Run 1, placement by cell class:
Fill, decap, tap and diode cells in gray.
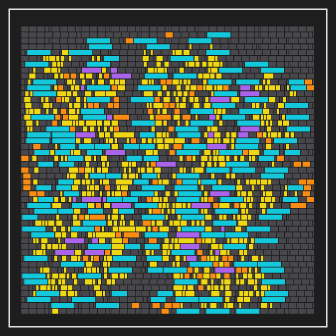
Run 1, wiring by layer:
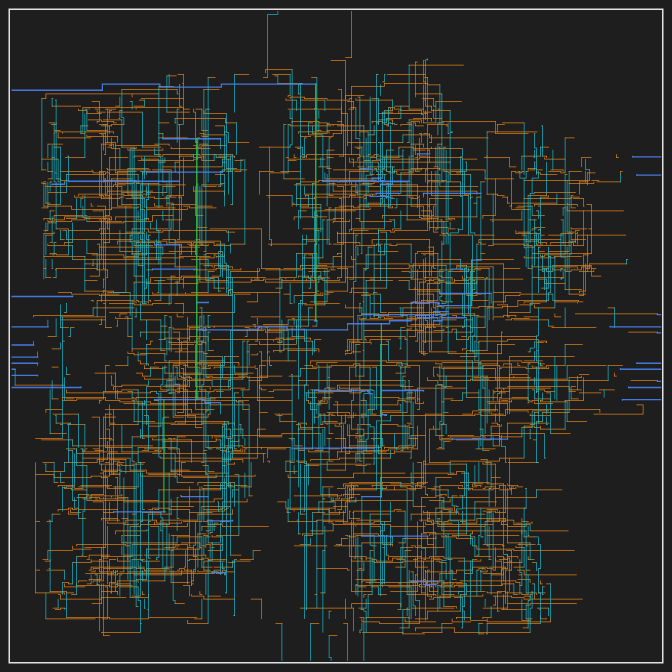
Run 1, cell outlines without signal wires:
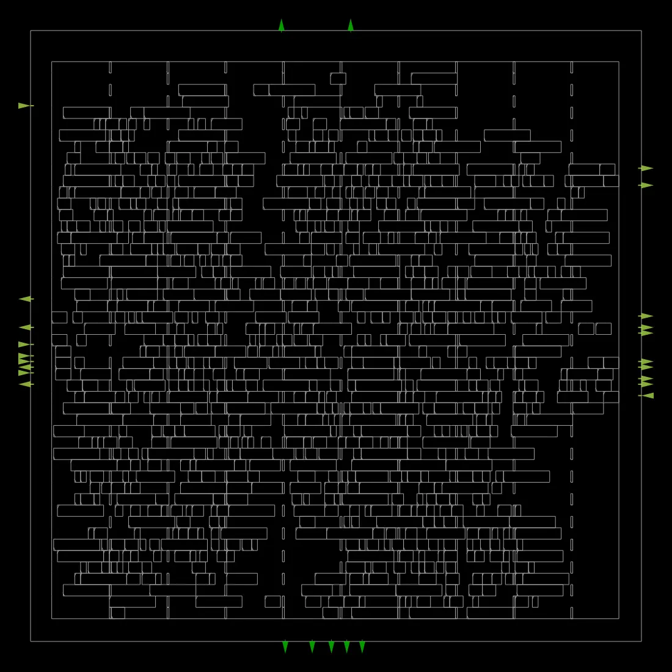
Run 1, cells by drive strength:
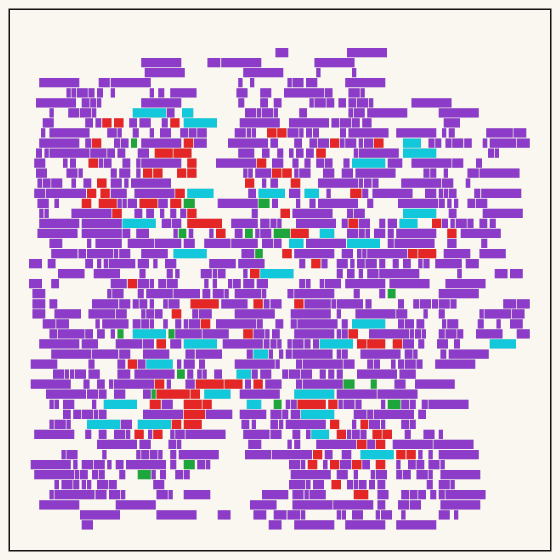
Design debounce_bank, sky130hd; sources not shown.
==> qor.csv, run 1 <==
stage,metric,value,unit
final_timing,fin_ws,-0.0810,ns
power,leakagePower,3.50,nW
power,pg_seq,0.00306,W
outcome,violations,setup timing,
job,drv_cap,0,
die,dieArea,21400,um^2
logic_synthesis,xor_share,0.105,
power,comb_power_share,0.065,
power,powerComb,0.000390,W
logic_synthesis,synth.net_count,819,
die,die_h,146,um
critical_path,critPathKind,flop to flop,
die,chipWidth,146,um
final_timing,setup_viol,21,
logic_synthesis,flop_cell,edfxtp_1,
layout,seq_area,4420,um^2
logic_synthesis,syn_inst,800,
hold_path,min_path_type,flop to flop,
outcome,status,"complete, but fails checks",
job,warning_count,33,
Back to the opening pictures, 'placement by cell class':
legend:
  clock drivers and dummy loads:
    color: purple
    cells: 32
    share_of_their_area: 6.0%
  remaining buffers and delay cells:
    color: orange
    cells: 104
    share_of_their_area: 9.5%
  registers:
    color: cyan
    cells: 163
    share_of_their_area: 45%
  remaining logic cells:
    color: yellow
    cells: 612
    share_of_their_area: 39%
final instance area: 10100 um^2
post-layout util: 0.558
core region area: 18100 um^2

Back to the opening pictures, 'wiring by layer':
legend:
  M1:
    color: orange
    wire_length: 8460 um
  M4:
    color: green
    wire_length: 186 um
  M3:
    color: blue
    wire_length: 553 um
  M2:
    color: cyan
    wire_length: 7420 um
Total Wirelength: 16600 um
post-DR wirelength/cell: 14.6 um
GR Util All Layers: 0.155
vias: 6163

Back to the opening pictures, 'cell outlines without signal wires':
Seq area share: 0.438
fin cells: 1140
fillcell total: 1564
Flops: 163

Back to the opening pictures, 'cells by drive strength':
legend:
  x3 and x4:
    color: red
    cells: 91
    most_used: buf_4
  x2:
    color: green
    cells: 18
    most_used: or2_2
  x6 and larger:
    color: cyan
    cells: 34
    most_used: clkbuf_16
  x1 and smaller:
    color: purple
    cells: 768
    most_used: edfxtp_1
setup slack after layout: -0.0810 ns
Area Growth Syn to Fin: 21.1%
Signal buffers: 104

run 1: per-stage QoR:
| stage | setup slack (ns) | area (um^2) | total power (W) | hold slack (ns) |
|---|---|---|---|---|
| finish | -0.0810 | 10100 | 0.00602 | 0.243 |
| global route | -0.131 | 10100 | 0.00625 | 0.261 |
| CTS | -0.0388 | 9940 | 0.00604 | 0.249 |
| detailed placement | -0.0228 | 9350 | 0.00347 | 0.234 |
| global placement | 0.0241 | 9350 | 0.00346 | 0.227 |
| floorplan | -0.0501 | 8370 | 0.00331 | 0.214 |
run 1: routing by layer:
layer	GRT usage	wire length, um	vias to the layer above
met5	0	0	-
met4	0.0470	185	0
met3	0.0316	552	15
met2	0.245	7420	94
met1	0.216	8460	2918
li1	-	-	3136
Run 1, port wiring:
The bar under the picture is 50 um long.
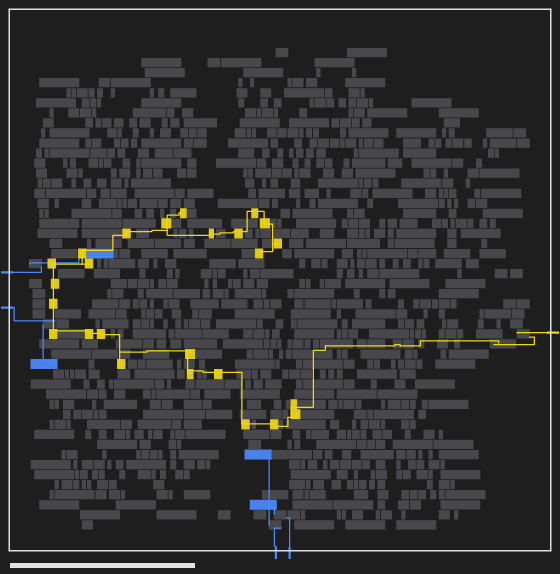

==> inputs of run 2 (changes only) <==
- CORE_UTILIZATION: 45 -> 49
- PLACE_DENSITY: 0.86 -> 0.88
- clock period: 2.5 -> 2.8 ns (I/O delays scaled with it)
Run 2, port wiring:
The bar under the picture is 50 um long.
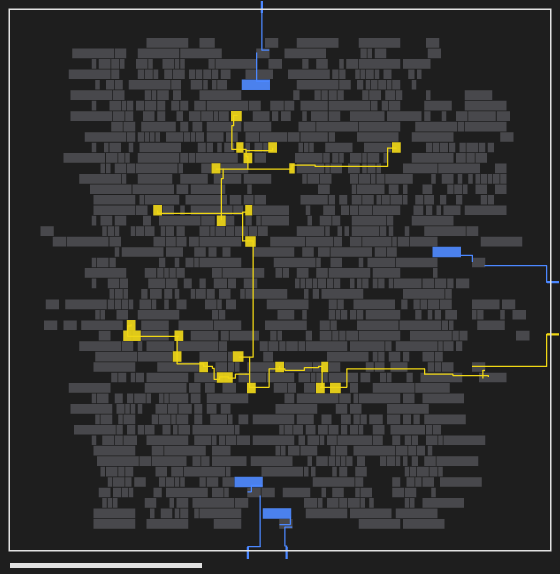
legend:
  reset:
    color: yellow
    bits: 1
    direction: input
    end_cells: 25
    buffers: 2
    wire: 332 um
  rise:
    color: blue
    bits: 4
    direction: output
    end_cells: 4
    buffers: 4
    wire: 83.8 um
Port Buf Inserts: 25
I/O pin total: 26

Run 2, cell outlines without signal wires:
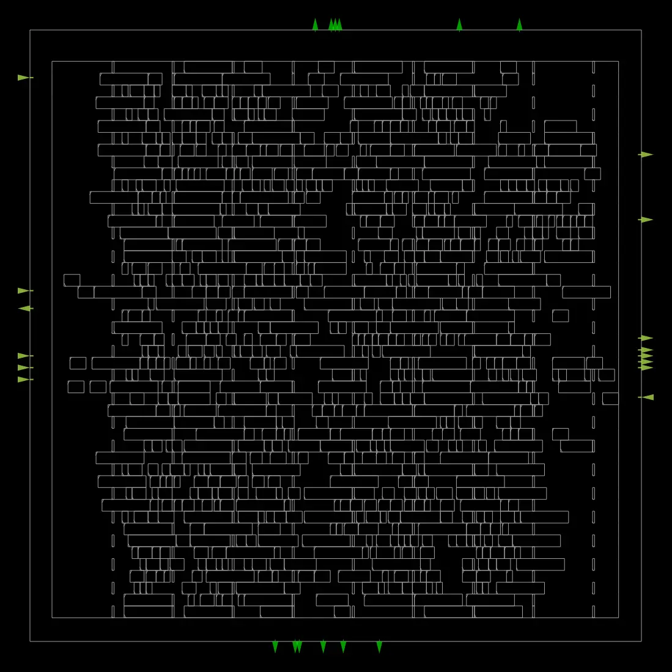
Tapcells: 220
fillcell total: 1342
FP Rows: 47
post-layout util: 0.581

==> qor.csv, run 2 <==
stage,metric,value,unit,change
outcome,status,completed,,
power,power,0.00540,W,-10%
detailed_routing,vias,6128,,-0.57%
grt,grtUsageTotal,0.171,,+0.0161
hold_path,min_path_type,flop to flop,,
grt,top_usage_layer,met2,,
job,warning_count,30,,-9.1%
die,dieArea,19700,um^2,-7.6%
die,core-area,16600,um^2,-8.0%
layout,seq_area,4420,um^2,unchanged
detailed_routing,wl_met2,7680,um,+3.5%
logic_synthesis,flop_cell,edfxtp_1,,
power,leakagePower,3.20,nW,-8.4%
die,chipWidth,140,um,-3.9%
layout,seq_share,0.458,,+0.0198
grt,globalRouteMet2Util,0.273,,+0.0282
logic_synthesis,syn_inst,800,,unchanged
grt,grt_use_met3,0.0354,,+0.00384
layout,area_delta_synth_final,15.8,%,
die,die_h,140,um,-3.9%
detailed_routing,highest_layer,met4,,
logic_synthesis,synth.net_count,819,,unchanged
detailed_routing,wl_met3,622,um,+13%
final_timing,setup_viol,0,,-100%
run 2: where the power goes:
| group | internal [W] | leakage (nW) | switching (W) |
|---|---|---|---|
| combinational | 0.000126 | 1.12 | 0.000152 |
| sequential | 0.00265 | 1.79 | 0.0000866 |
| clock | 0.00145 | 0.301 | 0.000936 |
| total | 0.00423 | 3.20 | 0.00117 |
run 2: through the flow:
step                      setup slack (ns)  utilization  hold slack [ns]  instance area (um^2)  std cells
final                                0.185        0.581            0.238                  9660       1090
after global routing                0.0264        0.581            0.268                  9660       1090
after CTS                            0.153        0.580            0.240                  9660       1090
after detailed placement             0.161        0.543            0.225                  9040       1058
after global placement               0.225        0.543            0.225                  9040       1058
after floorplan                     0.0872            -            0.214                  8340        800
Power is estimated from default activity; no workload was simulated.
